`config.mk`:
```
export PLATFORM = sky130hd
export DESIGN_NAME = ps2_host_tx
export DESIGN_NICKNAME = d
export VERILOG_FILES = /design/src/rtl/ps2_pkg.sv /design/src/rtl/ps2_sync_edge.sv /design/src/rtl/ps2_host_tx.sv
export SDC_FILE = /design/constraint.sdc
export NUM_CORES = 1
export LEC_CHECK = 0
export ABC_AREA = 1
export ABC_CLOCK_PERIOD_IN_PS = 2200
export CAP_MARGIN = 15
export CORE_MARGIN = 10
export CORE_UTILIZATION = 60
export CTS_BUF_LIST = sky130_fd_sc_hd__clkbuf_16
export DETAILED_ROUTE_END_ITERATION = 10
export PLACE_DENSITY = 0.8
export SLEW_MARGIN = 20
export SYNTH_ARGS = -nofsm -noshare
export SYNTH_HDL_FRONTEND = slang
export SYNTH_SLANG_ARGS = --single-unit
```
`constraint.sdc`:
```
create_clock -name clk -period 2.2 [get_ports clk]
set_input_delay 0.44 -clock clk [delete_from_list [all_inputs] [get_ports clk]]
set_output_delay 0.44 -clock clk [all_outputs]
set_load 0.02 [all_outputs]
```
`src/rtl/ps2_pkg.sv`:
```
// Shared PS/2 definitions: controller state encoding, default timing
// constants and counter widths, plus the odd-parity helper.
package ps2_pkg;

    typedef enum logic [2:0] {
        ST_IDLE      = 3'd0,
        ST_INHIBIT   = 3'd1,
        ST_REQUEST   = 3'd2,
        ST_SHIFT     = 3'd3,
        ST_ACK       = 3'd4,
        ST_WAIT_IDLE = 3'd5
    } ps2_state_t;

    // 100 us inhibit and 15 ms inter-edge timeout at a 25 MHz system clock
    localparam int PS2_INHIBIT_CYCLES = 2500;
    localparam int PS2_TIMEOUT_CYCLES = 375000;

    localparam int PS2_CNT_W   = 19;
    localparam int PS2_BIT_W   = 4;
    localparam int PS2_FRAME_W = 11;

    // PS/2 uses odd parity: the parity bit makes the total count of ones odd
    function automatic logic odd_parity(input logic [7:0] data);
        return ~^data;
    endfunction

endpackage

```
`src/rtl/ps2_sync_edge.sv`:
```
// Two-flop synchronizer for an asynchronous PS/2 pin plus a falling-edge
// detector on the synchronized level. Flops reset to 1 (idle bus level).
module ps2_sync_edge (
    input  logic clk,
    input  logic nreset,
    input  logic pin,
    output logic level,
    output logic fall
);

    logic [2:0] sync_q;

    // Shift the raw pin through two metastability flops and one history flop
    always_ff @(posedge clk or negedge nreset) begin
        if (!nreset) begin
            sync_q <= 3'b111;
        end else begin
            sync_q <= {sync_q[1:0], pin};
        end
    end

    assign level = sync_q[1];
    assign fall  = sync_q[2] & ~sync_q[1];

endmodule

```
`src/rtl/ps2_host_tx.sv`:
```
// PS/2 host-to-device transmitter: inhibits the bus, issues a request-to-send,
// shifts out data/parity/stop on device clock falling edges, checks the ACK
// and waits for the bus to return idle. Any stall past the timeout aborts.
module ps2_host_tx
    import ps2_pkg::*;
#(
    parameter int INHIBIT_CYCLES = PS2_INHIBIT_CYCLES,
    parameter int TIMEOUT_CYCLES = PS2_TIMEOUT_CYCLES
) (
    input  logic       clk,
    input  logic       nreset,
    input  logic       start,
    input  logic [7:0] tx_data,
    output logic       busy,
    output logic       done,
    output logic       err,
    input  logic       ps2_clk_in,
    input  logic       ps2_data_in,
    output logic       ps2_clk_drive_low,
    output logic       ps2_data_drive_low
);

    localparam logic [PS2_CNT_W-1:0] INHIBIT_LAST = PS2_CNT_W'(INHIBIT_CYCLES - 1);
    localparam logic [PS2_CNT_W-1:0] TIMEOUT_LAST = PS2_CNT_W'(TIMEOUT_CYCLES - 1);
    localparam logic [PS2_BIT_W-1:0] LAST_BIT     = PS2_BIT_W'(9);

    ps2_state_t               state, state_n;
    logic [PS2_CNT_W-1:0]     cnt, cnt_n;
    logic [PS2_BIT_W-1:0]     bit_cnt, bit_cnt_n;
    logic [PS2_FRAME_W-1:0]   frame, frame_n;
    logic                     clk_dl_n, data_dl_n, done_n, err_n;
    logic                     clk_level, clk_fall, data_level, data_fall_unused;
    logic                     watched;

    ps2_sync_edge u_sync_clk (
        .clk    (clk),
        .nreset (nreset),
        .pin    (ps2_clk_in),
        .level  (clk_level),
        .fall   (clk_fall)
    );

    ps2_sync_edge u_sync_data (
        .clk    (clk),
        .nreset (nreset),
        .pin    (ps2_data_in),
        .level  (data_level),
        .fall   (data_fall_unused)
    );

    assign busy = (state != ST_IDLE);

    // State, counters, frame and registered line/pulse outputs
    always_ff @(posedge clk or negedge nreset) begin
        if (!nreset) begin
            state              <= ST_IDLE;
            cnt                <= '0;
            bit_cnt            <= '0;
            frame              <= '0;
            ps2_clk_drive_low  <= 1'b0;
            ps2_data_drive_low <= 1'b0;
            done               <= 1'b0;
            err                <= 1'b0;
        end else begin
            state              <= state_n;
            cnt                <= cnt_n;
            bit_cnt            <= bit_cnt_n;
            frame              <= frame_n;
            ps2_clk_drive_low  <= clk_dl_n;
            ps2_data_drive_low <= data_dl_n;
            done               <= done_n;
            err                <= err_n;
        end
    end

    // Next-state, counter and line-drive decisions
    always_comb begin
        state_n   = state;
        cnt_n     = cnt;
        bit_cnt_n = bit_cnt;
        frame_n   = frame;
        clk_dl_n  = ps2_clk_drive_low;
        data_dl_n = ps2_data_drive_low;
        done_n    = 1'b0;
        err_n     = 1'b0;
        watched   = 1'b0;

        case (state)
            ST_IDLE: begin
                clk_dl_n  = 1'b0;
                data_dl_n = 1'b0;
                if (start) begin
                    // frame[0] is the start bit so the shift register supplies every line level
                    frame_n  = {1'b1, odd_parity(tx_data), tx_data, 1'b0};
                    cnt_n    = '0;
                    clk_dl_n = 1'b1;
                    state_n  = ST_INHIBIT;
                end
            end
            ST_INHIBIT: begin
                if (cnt == INHIBIT_LAST) begin
                    cnt_n     = '0;
                    clk_dl_n  = 1'b0;
                    data_dl_n = ~frame[0];
                    state_n   = ST_REQUEST;
                end else begin
                    cnt_n = cnt + 1'b1;
                end
            end
            ST_REQUEST: begin
                watched   = 1'b1;
                cnt_n     = clk_fall ? '0 : cnt + 1'b1;
                bit_cnt_n = '0;
                state_n   = ST_SHIFT;
            end
            ST_SHIFT: begin
                watched = 1'b1;
                cnt_n   = clk_fall ? '0 : cnt + 1'b1;
                if (clk_fall) begin
                    data_dl_n = ~frame[1];
                    frame_n   = {1'b1, frame[PS2_FRAME_W-1:1]};
                    bit_cnt_n = bit_cnt + 1'b1;
                    if (bit_cnt == LAST_BIT) begin
                        state_n = ST_ACK;
                    end
                end
            end
            ST_ACK: begin
                watched = 1'b1;
                cnt_n   = clk_fall ? '0 : cnt + 1'b1;
                if (clk_fall) begin
                    data_dl_n = 1'b0;
                    if (!data_level) begin
                        state_n = ST_WAIT_IDLE;
                    end else begin
                        err_n   = 1'b1;
                        state_n = ST_IDLE;
                    end
                end
            end
            ST_WAIT_IDLE: begin
                watched = 1'b1;
                cnt_n   = clk_fall ? '0 : cnt + 1'b1;
                if (clk_level && data_level) begin
                    done_n  = 1'b1;
                    state_n = ST_IDLE;
                end
            end
            default: begin
                clk_dl_n  = 1'b0;
                data_dl_n = 1'b0;
                state_n   = ST_IDLE;
            end
        endcase

        // A stalled device aborts the transfer; this wins over any done pulse
        if (watched && !clk_fall && (cnt == TIMEOUT_LAST)) begin
            clk_dl_n  = 1'b0;
            data_dl_n = 1'b0;
            done_n    = 1'b0;
            err_n     = 1'b1;
            cnt_n     = '0;
            state_n   = ST_IDLE;
        end
    end

endmodule

```
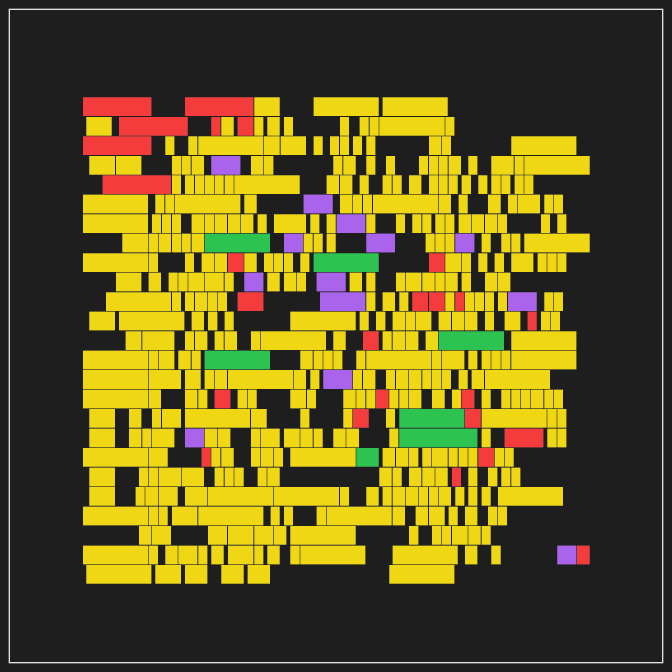
**Above:** drive-strength map.
- drive 1 or less: yellow (cells 404; share 90%)
- drive 6 and up: green (cells 7; share 1.6%)
- drive 2: red (cells 25; share 5.6%)
- drive 3 to 4: purple (cells 13; share 2.9%)

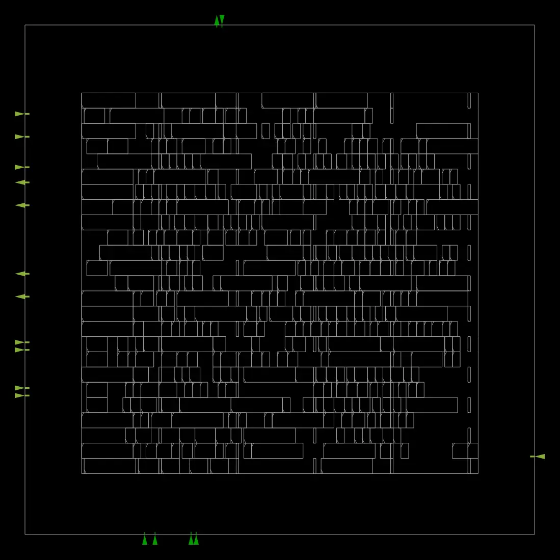
**Above:** placement view.
flop share of the area: 0.341
sequential cells: 46
filler-free cell count of the finished design: 516
tapcell count: 67
final core utilization: 0.704

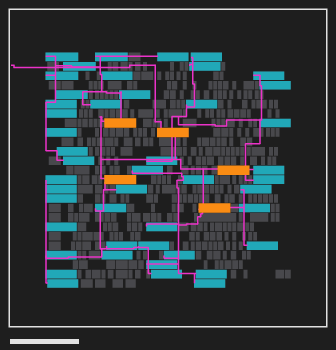
**Above:** clock distribution.
Bar = 20 um.
- clock wires: magenta (length 616 um)
- cells driving clock nets: orange (count 5)
- flip-flops: cyan (count 46)
- flops lie: widely spread
- routed clock nets: 6

==> results.txt <==
The flow completed. The number of hold buffers added after CTS was 0. Initial antenna violation count landed at 0. The vertical die dimension reported for this design is approximately 91 um.

On met2, the global router reports a usage of 0.273. In the Yosys report the total cell count is roughly 430. Maximum operating frequency landed at 493 MHz. Post-cts gate resize count landed at 0. The routed design shows a via density per instance of 5.49. Traced cell by cell, the critical path runs through inv_1 -> nand3_1 -> clkdlybuf4s50_1. The timing report shows that the slowest cell on the worst path is sky130_fd_sc_hd__clkdlybuf4s50_1. Looking at the worst setup and hold paths, the clock pins of their registers show a slew of ~0.06 ns. In this run the clock root is driven by a sky130_fd_sc_hd__clkbuf_16. At the worst endpoint, the required time is roughly 1.8 ns. Looking at the global route congestion table, the highest-usage layer is met2.

The last timing report of the flow puts the setup violation total at 0. Xor/xnor share of the synthesized area landed at 0.0318. The layout has approximately 400 filler cells. Fraction of the cycle the final worst path needs landed at 0.922. Floorplan net count landed at 450. Sequential cell area fraction in the yosys report landed at 0.382.

The global routing report lists combined usage of all routing layers as 0.168. STA classifies the critical path endpoint as an output pin. By instance count after routing, the leading logic cell type is sky130_fd_sc_hd__nand2_1. OpenSTA, run right after detailed placement, puts the worst setup slack at around 0.22 ns. Per the synthesis report, the adder-cell share of the synthesized area is 0.0165. The warning tally printed by Yosys for this design is 0. Met1 wire length landed at roughly 3000 um.

During placement, the flow inserted port buffers numbering 17. Final-report hold violation count landed at 0. Count of nets after finishing landed at between 400 and 500.

The most common cell in the synthesized netlist is sky130_fd_sc_hd__nand2_1. Endpoint arrival time on the critical path landed at 1.59 ns. The layout summary lists the proportion of cells stronger than drive strength 1 as 0.100. The most common logic cells in the final layout are 123 x sky130_fd_sc_hd__nand2_1, 56 x sky130_fd_sc_hd__inv_1, 54 x sky130_fd_sc_hd__nand3_1, 41 x sky130_fd_sc_hd__dfrtp_1, 38 x sky130_fd_sc_hd__nor2_1. Leaving out buffers and inverters, the combinational logic in the layout accounts for between 1500 and 2000 um^2. Total number of warnings across the stage logs landed at 27.

In the post-synthesis netlist, the biggest area contributors are sky130_fd_sc_hd__dfrtp_1 34%, sky130_fd_sc_hd__nand2_1 15%, sky130_fd_sc_hd__nand3_1 8.9%. The share of the core area taken by cells at floorplan is 0.628. Peak fanout along the critical path landed at 6. Number of optimization iterations in the first detailed-route pass landed at 6. Max-slew violation count landed at 0. Total detailed-routing wirelength landed at ~6800 um. Total area of sequential cells landed at approximately 1200 um^2. Measured along the x axis, the die boundary spans slightly above 90 um. The internal portion of the total power is ~1.9 mW. Initial DRC count landed at about 250. Clock network power share landed at 0.269.

After layout, the minimum clock period comes to 2.03 ns. Signal nets in the final route climb as high as met4. In this run, CTS created clock tree buffers numbering 5.

After clock tree synthesis, the setup repair step added 0 buffers. For the worst flop-to-flop path, the logic depth is 10. The transition time recorded at the tightest slew-check pin is around 0.60 ns. Per the synth stats, the proportion of register bits with asynchronous set or reset is 1.00. STA reports the tightest min-delay check as being of type in2async. Number of sinks on the clock net landed at roughly 46.

Routed length on met3 landed at roughly 520 um. Pin placement for this block handled 18 I/O pins. Each instance of the synthesized netlist takes up on average 6.99 um^2. Area of the mapped netlist landed at just over 3000 um^2. First-pass GRT wire length landed at 11900 um. The number of antenna diodes in the final layout is 0. Per the OpenROAD power report, leakage power amounts to about 1.7 nW. The commonest cells after synthesis are 123 x sky130_fd_sc_hd__nand2_1, 55 x sky130_fd_sc_hd__inv_1, 54 x sky130_fd_sc_hd__nand3_1. Post-detailed-route count of antenna-violating nets landed at 0.

Worst supply voltage drop on vdd landed at 0.687 mV. After synthesis the netlist holds a flip-flop and latch count of about 46. On the final layout, the worst clock skew is between 0.004 and 0.005 ns. The H-tree was split into 2 levels. Average routed wire per standard cell landed at around 13 um.

Of the post-synthesis cell area, the dominant cell type holds 0.339. The core region is 4820 um^2. The initialized floorplan defines 25 standard-cell rows. Setup repair after global routing left no endpoint under its margin.

For this run the aggregate overflow at the end of global routing stands at 0. Area fraction in compound gates after synthesis landed at 0.0798. Maximum cell stage delay along the critical path landed at 0.62 ns. The worst register-to-register path begins at state[2]. The flow ran to the end, and the final reports show no timing, DRC or antenna violations. Via count of the first global-routing pass landed at between 2k and 3k. Synthesis area per yosys landed at slightly above 3000 um^2. Summed over all nets, the half-perimeter wirelength after detailed placement is roughly 5000 um.

The synthesized design contains 0 enable-type register cells. The critical path in this run is classified as reg2out.
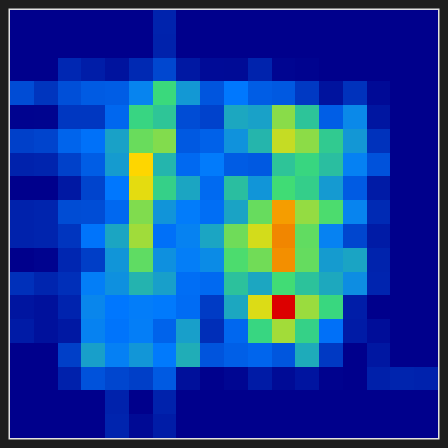
**Above:** wire density map.
18 x 18 tiles, from dark blue (low) to red (high), scaled to the fullest tile. Values are wire area over tile area, all layers added.
- mean over tiles: 0.14
- tiles over half the peak: 8.6%
- fullest tile: 0.79
- nearly empty tiles: 35%

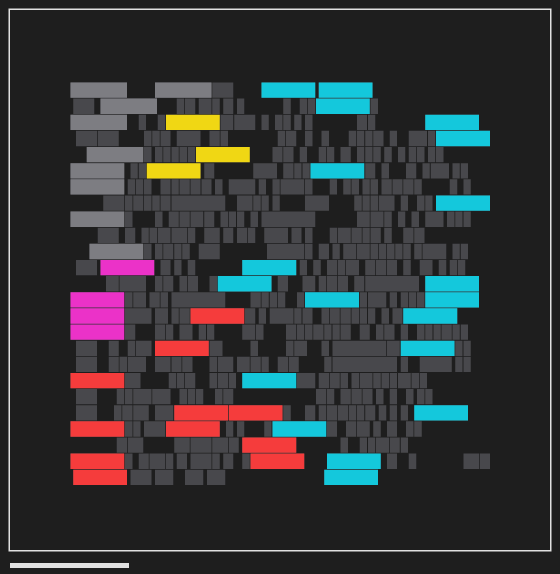
**Above:** where the registers sit.
Bar = 20 um. Other sequential cells in the stronger grey, the rest of the logic in the fainter grey.
- cnt: cyan (sequential cells 19)
- frame: red (sequential cells 11)
- bit_cnt: magenta (sequential cells 4; where left middle)
- state: yellow (sequential cells 3)

==> worst max-delay path: cells and delay by family (launching register included) <==
family	cells	cell delay, ns
buf+inv	2	0.75
simple gates	1	0.12
flops	1	0.44
==> per-stage QoR <==
step | power (mW) | hold slack, ns | area, um^2 | util | std cells
3_5_place_dp | 2.33 | 0.348 | 3220 | 0.668 | 508
2_1_floorplan | 2.04 | 0.144 | 3030 | - | 433
6_report | 3.19 | 0.217 | 3390 | 0.704 | 516
4_1_cts | 3.19 | 0.261 | 3390 | 0.703 | 516
5_1_grt | 3.43 | 0.281 | 3390 | 0.704 | 516
3_3_place_gp | 2.30 | 0.347 | 3220 | 0.668 | 508
==> area by class of cell <==
| cell class | instances | share of cell area |
|---|---|---|
| sequential | 46 | 0.341 |
| clock buffer | 5 | 0.0369 |
| multi-input combinational | 311 | 0.455 |
| inverter | 63 | 0.0720 |
| timing repair buffer | 21 | 0.0576 |
| tap | 67 | 0.0247 |
| clock inverter | 3 | 0.0122 |
==> power by group through the flow <==
stage	clock network [mW]	logic (mW)	registers [mW]
6_report	0.857	1.22	1.12
5_1_grt	0.902	1.39	1.14
4_1_cts	0.865	1.21	1.12
3_5_place_dp	0	1.20	1.13
3_3_place_gp	0	1.18	1.12
2_1_floorplan	0	0.933	1.11
==> state kept, by name (all words and copies together) (netlist names) <==
register            count
ps2_data_drive_low      1
cnt                    19
frame                  11
bit_cnt                 4
ps2_clk_drive_low       1
err                     1
state                   3
u_sync_clk.sync_q       3
u_sync_data.sync_q      2
done                    1
==> final timing paths <==
path	to	slack, ns
worst max-delay path	busy	0.17
worst min-delay path	cnt[7]	0.22
worst max register to register	cnt[17]	0.20
worst min register to register	u_sync_clk.sync_q[1]	0.36
max in group asynchronous	frame[7]	1.55
min in group clk	u_sync_clk.sync_q[1]	0.36
Power is estimated from default activity; no workload was simulated.
